wire_density.png
The die is cut into 17 by 20 equal tiles; dark blue is low, red is high, scaled to the fullest tile. Values are wire area over tile area, all layers added.
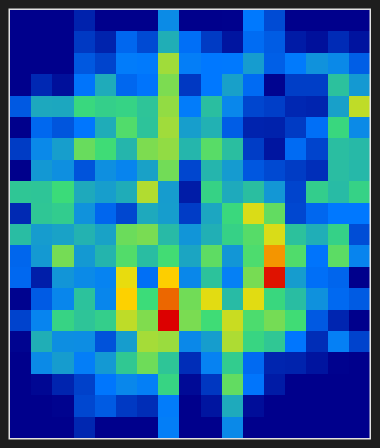
clock_map.png
Scale bar: 20 µm.
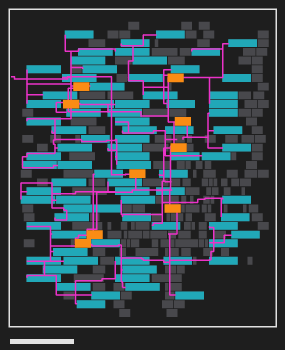
--- config.mk ---
export PLATFORM = sky130hd
export DESIGN_NAME = booth_issue_ctrl_flat
export DESIGN_NICKNAME = d
export VERILOG_FILES = /design/src/rtl/booth_issue_ctrl_if.sv /design/src/rtl/booth_issue_ctrl.sv /design/src/flat_wrapper.sv
export SDC_FILE = /design/constraint.sdc
export NUM_CORES = 1
export LEC_CHECK = 0
export CAP_MARGIN = 20
export CORE_ASPECT_RATIO = 1.2
export CORE_MARGIN = 2
export CORE_UTILIZATION = 45
export CTS_CLUSTER_DIAMETER = 40
export DETAILED_ROUTE_END_ITERATION = 16
export GPL_TIMING_DRIVEN = 0
export PLACE_DENSITY = 0.8
export SYNTH_ARGS = -nofsm -noshare
export SYNTH_HDL_FRONTEND = slang
export SYNTH_SLANG_ARGS = --single-unit
--- constraint.sdc ---
create_clock -name clk -period 2.3 [get_ports clk]
set_input_delay 0.69 -clock clk [delete_from_list [all_inputs] [get_ports clk]]
set_output_delay 0.69 -clock clk [all_outputs]
set_load 0.02 [all_outputs]
--- src/rtl/booth_issue_ctrl_if.sv ---
// booth_issue_ctrl_if
//   Groups the operand input handshake, the multiplier-core drive/sample
//   signals, the result output handshake and the status outputs of
//   booth_issue_ctrl.
//   slave  : the controller's view (booth_issue_ctrl port)
//   master : the environment's view (upstream source, core, downstream sink)
// Ports:
//   in_valid/in_ready/in_mcand/in_mplier  operand pair push
//   mul_rst_n/mul_mcand/mul_mplier         drive to multiplier core
//   mul_product                            product sampled from the core
//   out_valid/out_ready/out_product        result handshake
//   busy/fifo_count                        status
interface booth_issue_ctrl_if #(
    parameter int FIFO_DEPTH = 4
);
    localparam int CW = $clog2(FIFO_DEPTH) + 1;

    logic          in_valid;
    logic          in_ready;
    logic [7:0]    in_mcand;
    logic [3:0]    in_mplier;
    logic          mul_rst_n;
    logic [7:0]    mul_mcand;
    logic [3:0]    mul_mplier;
    logic [8:0]    mul_product;
    logic          out_valid;
    logic          out_ready;
    logic [8:0]    out_product;
    logic          busy;
    logic [CW-1:0] fifo_count;

    modport slave (
        input  in_valid, in_mcand, in_mplier, mul_product, out_ready,
        output in_ready, mul_rst_n, mul_mcand, mul_mplier,
               out_valid, out_product, busy, fifo_count
    );

    modport master (
        output in_valid, in_mcand, in_mplier, mul_product, out_ready,
        input  in_ready, mul_rst_n, mul_mcand, mul_mplier,
               out_valid, out_product, busy, fifo_count
    );
endinterface

--- src/rtl/booth_issue_ctrl.sv ---
// booth_issue_ctrl
//   Buffers operand pairs in a small circular FIFO and issues them one at a
//   time to an external fixed-latency multiplier core. Each issue pulses the
//   core's active-low restart for one cycle, holds the operands stable for
//   MUL_LATENCY cycles, samples the product and presents it on a
//   valid/ready output that is held until accepted.
// Ports:
//   clk   single clock, rising edge
//   rst   asynchronous active-low reset
//   bus   booth_issue_ctrl_if.slave (operand push, core drive, result, status)
module booth_issue_ctrl #(
    parameter int FIFO_DEPTH  = 4,
    parameter int MUL_LATENCY = 8
)(
    input  logic               clk,
    input  logic               rst,
    booth_issue_ctrl_if.slave  bus
);
    localparam int AW = $clog2(FIFO_DEPTH);
    localparam int CW = AW + 1;
    localparam int TW = (MUL_LATENCY > 1) ? $clog2(MUL_LATENCY) : 1;
    localparam logic [CW-1:0] DEPTH_C  = CW'(FIFO_DEPTH);
    localparam logic [TW-1:0] CNT_LOAD = TW'(MUL_LATENCY - 1);

    typedef enum logic [1:0] {S_IDLE, S_LAUNCH, S_WAIT, S_HOLD} state_t;

    state_t        r_state;
    state_t        w_state_nxt;

    logic [11:0]   r_mem [FIFO_DEPTH];
    logic [AW-1:0] r_wptr;
    logic [AW-1:0] r_rptr;
    logic [CW-1:0] r_count;

    logic [TW-1:0] r_cnt;
    logic [7:0]    r_mcand;
    logic [3:0]    r_mplier;
    logic          r_mul_rst_n;
    logic          r_out_valid;
    logic [8:0]    r_out_product;

    logic          w_in_ready;
    logic          w_push;
    logic          w_pop;
    logic          w_capture;

    // in_ready looks only at the occupancy, so a full FIFO stays closed even
    // in a cycle where the FSM is popping.
    assign w_in_ready = (r_count < DEPTH_C);
    assign w_push     = bus.in_valid && w_in_ready;
    // Pop only from a registered count: a push into an empty FIFO is seen by
    // the FSM one cycle later.
    assign w_pop      = (r_state == S_IDLE) && (r_count != '0);
    assign w_capture  = (r_state == S_WAIT) && (r_cnt == '0);

    // ---------------- operand FIFO ----------------
    always_ff @(posedge clk) begin
        if (w_push) begin
            r_mem[r_wptr] <= {bus.in_mcand, bus.in_mplier};
        end
    end

    always_ff @(posedge clk or negedge rst) begin
        if (!rst) begin
            r_wptr  <= '0;
            r_rptr  <= '0;
            r_count <= '0;
        end else begin
            if (w_push) r_wptr <= r_wptr + 1'b1;
            if (w_pop)  r_rptr <= r_rptr + 1'b1;
            case ({w_push, w_pop})
                2'b10:   r_count <= r_count + 1'b1;
                2'b01:   r_count <= r_count - 1'b1;
                default: r_count <= r_count;
            endcase
        end
    end

    // ---------------- issue FSM ----------------
    always_ff @(posedge clk or negedge rst) begin
        if (!rst) r_state <= S_IDLE;
        else      r_state <= w_state_nxt;
    end

    always_comb begin
        w_state_nxt = r_state;
        case (r_state)
            S_IDLE:   if (r_count != '0) w_state_nxt = S_LAUNCH;
            S_LAUNCH: w_state_nxt = S_WAIT;
            S_WAIT:   if (r_cnt == '0)   w_state_nxt = S_HOLD;
            S_HOLD:   if (bus.out_ready) w_state_nxt = S_IDLE;
            default:  w_state_nxt = S_IDLE;
        endcase
    end

    // ---------------- datapath ----------------
    always_ff @(posedge clk or negedge rst) begin
        if (!rst) begin
            r_cnt         <= '0;
            r_mcand       <= '0;
            r_mplier      <= '0;
            r_mul_rst_n   <= 1'b0;
            r_out_valid   <= 1'b0;
            r_out_product <= '0;
        end else begin
            // Registered restart: low exactly while the FSM sits in LAUNCH,
            // and high from the first edge after reset release.
            r_mul_rst_n <= (w_state_nxt != S_LAUNCH);

            if (w_pop) begin
                r_mcand  <= r_mem[r_rptr][11:4];
                r_mplier <= r_mem[r_rptr][3:0];
            end

            if (r_state == S_LAUNCH)                 r_cnt <= CNT_LOAD;
            else if (r_state == S_WAIT && r_cnt != '0) r_cnt <= r_cnt - 1'b1;

            if (w_capture) begin
                r_out_valid   <= 1'b1;
                r_out_product <= bus.mul_product;
            end else if (r_state == S_HOLD && bus.out_ready) begin
                r_out_valid   <= 1'b0;
            end
        end
    end

    assign bus.in_ready    = w_in_ready;
    assign bus.mul_rst_n   = r_mul_rst_n;
    assign bus.mul_mcand   = r_mcand;
    assign bus.mul_mplier  = r_mplier;
    assign bus.out_valid   = r_out_valid;
    assign bus.out_product = r_out_product;
    assign bus.busy        = (r_state != S_IDLE);
    assign bus.fifo_count  = r_count;
endmodule

--- src/flat_wrapper.sv ---
// flat-port wrapper written by rule: the top's interface ports become plain ports
module booth_issue_ctrl_flat 
#(
    parameter int FIFO_DEPTH  = 4,
    parameter int MUL_LATENCY = 8
)
  (clk, rst, bus_in_valid, bus_in_mcand, bus_in_mplier, bus_mul_product, bus_out_ready, bus_in_ready, bus_mul_rst_n, bus_mul_mcand, bus_mul_mplier, bus_out_valid, bus_out_product, bus_busy, bus_fifo_count);
  booth_issue_ctrl_if #(.FIFO_DEPTH(FIFO_DEPTH)) bus_i ();
  input  logic clk;
  input  logic rst;
  input wire logic [$bits(bus_i.in_valid)-1:0] bus_in_valid;
  input wire logic [$bits(bus_i.in_mcand)-1:0] bus_in_mcand;
  input wire logic [$bits(bus_i.in_mplier)-1:0] bus_in_mplier;
  input wire logic [$bits(bus_i.mul_product)-1:0] bus_mul_product;
  input wire logic [$bits(bus_i.out_ready)-1:0] bus_out_ready;
  output wire logic [$bits(bus_i.in_ready)-1:0] bus_in_ready;
  output wire logic [$bits(bus_i.mul_rst_n)-1:0] bus_mul_rst_n;
  output wire logic [$bits(bus_i.mul_mcand)-1:0] bus_mul_mcand;
  output wire logic [$bits(bus_i.mul_mplier)-1:0] bus_mul_mplier;
  output wire logic [$bits(bus_i.out_valid)-1:0] bus_out_valid;
  output wire logic [$bits(bus_i.out_product)-1:0] bus_out_product;
  output wire logic [$bits(bus_i.busy)-1:0] bus_busy;
  output wire logic [$bits(bus_i.fifo_count)-1:0] bus_fifo_count;
  assign bus_i.in_valid = bus_in_valid;
  assign bus_i.in_mcand = bus_in_mcand;
  assign bus_i.in_mplier = bus_in_mplier;
  assign bus_i.mul_product = bus_mul_product;
  assign bus_i.out_ready = bus_out_ready;
  assign bus_in_ready = bus_i.in_ready;
  assign bus_mul_rst_n = bus_i.mul_rst_n;
  assign bus_mul_mcand = bus_i.mul_mcand;
  assign bus_mul_mplier = bus_i.mul_mplier;
  assign bus_out_valid = bus_i.out_valid;
  assign bus_out_product = bus_i.out_product;
  assign bus_busy = bus_i.busy;
  assign bus_fifo_count = bus_i.fifo_count;
  booth_issue_ctrl #(.FIFO_DEPTH(FIFO_DEPTH), .MUL_LATENCY(MUL_LATENCY)) u_core (.clk(clk), .rst(rst), .bus(bus_i));
endmodule
==> flow_results.xml <==
<?xml version="1.0" encoding="UTF-8"?>
<metrics>
  <group name="layout">
    <metric name="mi_logic_area" unit="µm²">940</metric>
    <metric name="finalNonFillerCells" unit="">350</metric>
    <metric name="largest_class" unit="">registers</metric>
    <metric name="postLayoutCoreUtil" unit="">0.583</metric>
    <metric name="logic_gate_count" unit="">83</metric>
    <metric name="buffer_count_excluding_the_clock_tree_in_the_final_layout" unit="">64</metric>
    <metric name="finish.instance_area" unit="µm²">4240</metric>
    <metric name="layout-area-overhead-vs-synth" unit="%">26.0</metric>
    <metric name="drive_gt1_frac" unit="">0.231</metric>
    <metric name="fillerInstances" unit="">554</metric>
    <metric name="num-nets-final" unit="">288</metric>
    <metric name="antenna_cells_inserted" unit="">0</metric>
    <metric name="layout.area.seq" unit="µm²">2320</metric>
    <metric name="final_layout_top_logic_cell" unit="">sky130_fd_sc_hd__clkdlybuf4s50_1</metric>
    <metric name="clk_share" unit="">0.0451</metric>
    <metric name="layout_top_cells" unit="">50 x sky130_fd_sc_hd__clkdlybuf4s50_1, 48 x sky130_fd_sc_hd__edfxtp_1, 35 x sky130_fd_sc_hd__dfrtp_1, 14 x sky130_fd_sc_hd__inv_1, 13 x sky130_fd_sc_hd__mux2_2</metric>
    <metric name="comb_share" unit="">0.221</metric>
  </group>
  <group name="die">
    <metric name="core_area" unit="µm²">7270</metric>
    <metric name="dieArea" unit="µm²">8190</metric>
    <metric name="chipHeight" unit="µm">98.8</metric>
    <metric name="num_io_pins" unit="">53</metric>
    <metric name="nWellTaps" unit="">90</metric>
    <metric name="fp_util" unit="">0.463</metric>
  </group>
  <group name="global_route">
    <metric name="antenna_violations_before_repair" unit="">0</metric>
    <metric name="maximum_number_of_pins_on_one_net_before_global_route_repair" unit="">36</metric>
    <metric name="gr-usage-all-layers" unit="">0.152</metric>
    <metric name="grt-ovfl-total" unit="">0</metric>
    <metric name="first_global_vias" unit="">1852</metric>
  </group>
  <group name="worst_setup_path">
    <metric name="critical_path.max_fanout" unit="">5</metric>
    <metric name="worst_ep_arrival_time" unit="ps">1520</metric>
    <metric name="cp-end-kind" unit="">output pin</metric>
    <metric name="critical_path.startpoint_type" unit="">flop</metric>
    <metric name="crit_type" unit="">flop to output pin</metric>
    <metric name="worst_path_max_delay_cell" unit="">sky130_fd_sc_hd__clkdlybuf4s50_1</metric>
    <metric name="cp_num_buf_inv" unit="">2</metric>
    <metric name="crit_chain" unit="">inv_1 -&gt; clkdlybuf4s50_1</metric>
    <metric name="required_worst_endpoint" unit="ps">1610</metric>
    <metric name="cpLargestDelayFamily" unit="">buffers and inverters</metric>
    <metric name="slowest_delay" unit="ps">620</metric>
  </group>
  <group name="final_timing">
    <metric name="layout_setup_ws" unit="ps">93.9</metric>
    <metric name="timing.fmax" unit="MHz">453</metric>
    <metric name="max_slew_vio_count" unit="">0</metric>
    <metric name="setup_viol" unit="">0</metric>
    <metric name="timing.final.hold_violations" unit="">0</metric>
    <metric name="fin_setup_tns" unit="ps">0</metric>
    <metric name="hold_slack" unit="ps">420</metric>
    <metric name="worst_pin_slew" unit="ps">782</metric>
    <metric name="time_the_worst_path_needs_with_i_o_delays_and_setup" unit="ps">2210</metric>
    <metric name="slew_headroom" unit="">0.479</metric>
    <metric name="timing.final.crit_share" unit="">0.959</metric>
  </group>
  <group name="placement">
    <metric name="placedCellCount" unit="">330</metric>
    <metric name="hpwlAfterDp" unit="µm">3680</metric>
    <metric name="place_area" unit="µm²">4000</metric>
  </group>
  <group name="power">
    <metric name="power.total" unit="mW">5.60</metric>
    <metric name="powerDensity" unit="nW/µm²">1320</metric>
    <metric name="vdd.ir_drop.worst" unit="V">0.000563</metric>
    <metric name="cellLeakagePower" unit="nW">1.63</metric>
  </group>
  <group name="clock_tree">
    <metric name="cts_tree" unit="">done</metric>
    <metric name="cts-buffers-inserted" unit="">9</metric>
    <metric name="cell_at_the_root_of_the_clock_tree" unit="">sky130_fd_sc_hd__clkbuf_8</metric>
    <metric name="cts.repair.resized" unit="">3</metric>
    <metric name="cts_hold_repair.buffers" unit="">0</metric>
    <metric name="clock_path_buffers" unit="">2</metric>
  </group>
  <group name="synthesis">
    <metric name="synthesis.yosys.warnings" unit="">0</metric>
    <metric name="postSynthCellCount" unit="">188</metric>
    <metric name="syn-num-nets" unit="">221</metric>
    <metric name="yosysUniqueCellTypes" unit="">34</metric>
    <metric name="numSynthFlops" unit="">83</metric>
    <metric name="yosys_area" unit="µm²">3370</metric>
    <metric name="cells_in_synth_stat_txt" unit="">188</metric>
    <metric name="ys_sh_mux" unit="">0.164</metric>
    <metric name="xor_share" unit="">0.0156</metric>
    <metric name="netlist.top_cell.by_area" unit="">sky130_fd_sc_hd__edfxtp_1</metric>
    <metric name="yosysSeqAreaShare" unit="">0.688</metric>
    <metric name="top_cell_area_share" unit="">0.428</metric>
    <metric name="synth.area.top_cells" unit="">sky130_fd_sc_hd__edfxtp_1 43%, sky130_fd_sc_hd__dfrtp_1 26%, sky130_fd_sc_hd__mux4_2 5.4%, sky130_fd_sc_hd__mux2_2 4.3%, sky130_fd_sc_hd__mux2_4 3.6%</metric>
    <metric name="adder_share" unit="">0.0320</metric>
    <metric name="synth.cell_area" unit="µm²">3370</metric>
  </group>
  <group name="status">
    <metric name="status" unit="">finished clean</metric>
  </group>
  <group name="flow_run">
    <metric name="drv.max_cap_violation_count" unit="">0</metric>
  </group>
  <group name="routing">
    <metric name="drc" unit="">0</metric>
    <metric name="postRouteWirelength" unit="µm">5650</metric>
    <metric name="drt_first_pass_iters" unit="">4</metric>
    <metric name="vias_per_cell" unit="">5.00</metric>
  </group>
  <group name="hold_path">
    <metric name="min_path_type" unit="">input pin to async pin</metric>
  </group>
</metrics>
About wire_density.png:
The densest ninth of the die: middle. The fullest tile reaches 0.39. The mean over all tiles is 0.11. 15% of the tiles are over half the peak. The emptiest ninth of the die: bottom right.

About clock_map.png:
Key: clock wires = magenta [length 971 µm]; cells driving clock nets = orange [count 9]; flip-flops = cyan [count 83]
There are 10 routed clock nets. Position of the flops: widely spread.

where the power goes:
group	total, mW	switching, mW	internal, mW	leakage [nW]
Combinational	2.33	1.06	1.27	0.687
Clock	1.02	0.521	0.499	0.0947
Sequential	2.25	0.228	2.02	0.850
layer usage:
layer  GRT usage  wire [µm]  part of all wire
met1       0.188       2380              0.42
met2       0.256       2910              0.52
met3      0.0452        284             0.050
met4      0.0567         71             0.013
met5           0          0                 0
worst paths after layout:
| path | from | end | slack, ps | cells past startpoint |
|---|---|---|---|---|
| setup / recovery | u_core.bus.fifo_count[2]$_DFFE_PN0P_ | bus_in_ready | 90 | 2 |
| hold / removal | rst | u_core.bus.fifo_count[0]$_DFFE_PN0P_ | 420 | 1 |
| setup reg to reg | u_core.r_state[1]$_DFF_PN0_ | u_core.bus.fifo_count[2]$_DFFE_PN0P_ | 120 | 11 |
| hold reg to reg | u_core.bus.out_product[7]$_DFFE_PN0P_ | u_core.bus.out_product[7]$_DFFE_PN0P_ | 510 | 1 |
| max in group asynchronous | rst | u_core.bus.mul_mcand[3]$_DFFE_PN0P_ | 1380 | 1 |
| min in group clk | u_core.bus.out_product[7]$_DFFE_PN0P_ | u_core.bus.out_product[7]$_DFFE_PN0P_ | 510 | 1 |
cells in the mapped netlist:
cell type and instances:
sky130_fd_sc_hd__nor2_4 1, sky130_fd_sc_hd__a21oi_1 3, sky130_fd_sc_hd__mux2_4 8, sky130_fd_sc_hd__ha_1 7
sky130_fd_sc_hd__nor3_1 1, sky130_fd_sc_hd__and2_1 4, sky130_fd_sc_hd__xor2_1 3, sky130_fd_sc_hd__nand2b_1 5
sky130_fd_sc_hd__a211oi_1 2, sky130_fd_sc_hd__o21ai_0 3, sky130_fd_sc_hd__edfxtp_1 48, sky130_fd_sc_hd__or3_1 1
sky130_fd_sc_hd__buf_12 1, sky130_fd_sc_hd__nor2_2 1, sky130_fd_sc_hd__o22ai_1 2, sky130_fd_sc_hd__mux4_1 4
sky130_fd_sc_hd__clkbuf_1 1, sky130_fd_sc_hd__and3_1 1, sky130_fd_sc_hd__inv_1 14, sky130_fd_sc_hd__buf_6 2
sky130_fd_sc_hd__fa_1 1, sky130_fd_sc_hd__xnor2_1 3, sky130_fd_sc_hd__mux4_2 8, sky130_fd_sc_hd__a221o_1 1
sky130_fd_sc_hd__nor2_1 3, sky130_fd_sc_hd__buf_2 2, sky130_fd_sc_hd__nor2b_1 2, sky130_fd_sc_hd__buf_4 1
sky130_fd_sc_hd__o31a_1 1, sky130_fd_sc_hd__dfrtp_1 35, sky130_fd_sc_hd__buf_1 1, sky130_fd_sc_hd__mux2_2 13
sky130_fd_sc_hd__o311a_2 1, sky130_fd_sc_hd__nand2_1 4
state kept, by name (all words and copies together) (netlist names):
name and flops:
u_core.bus.fifo_count 3, u_core.bus.mul_mcand 8, u_core.bus.mul_mplier 4, u_core.bus.mul_rst_n 1
u_core.bus.out_product 9, u_core.bus.out_valid 1, u_core.r_cnt 3, u_core.r_mem 48
u_core.r_rptr 2, u_core.r_state 2, u_core.r_wptr 2
Power and IR drop assume default switching activity.
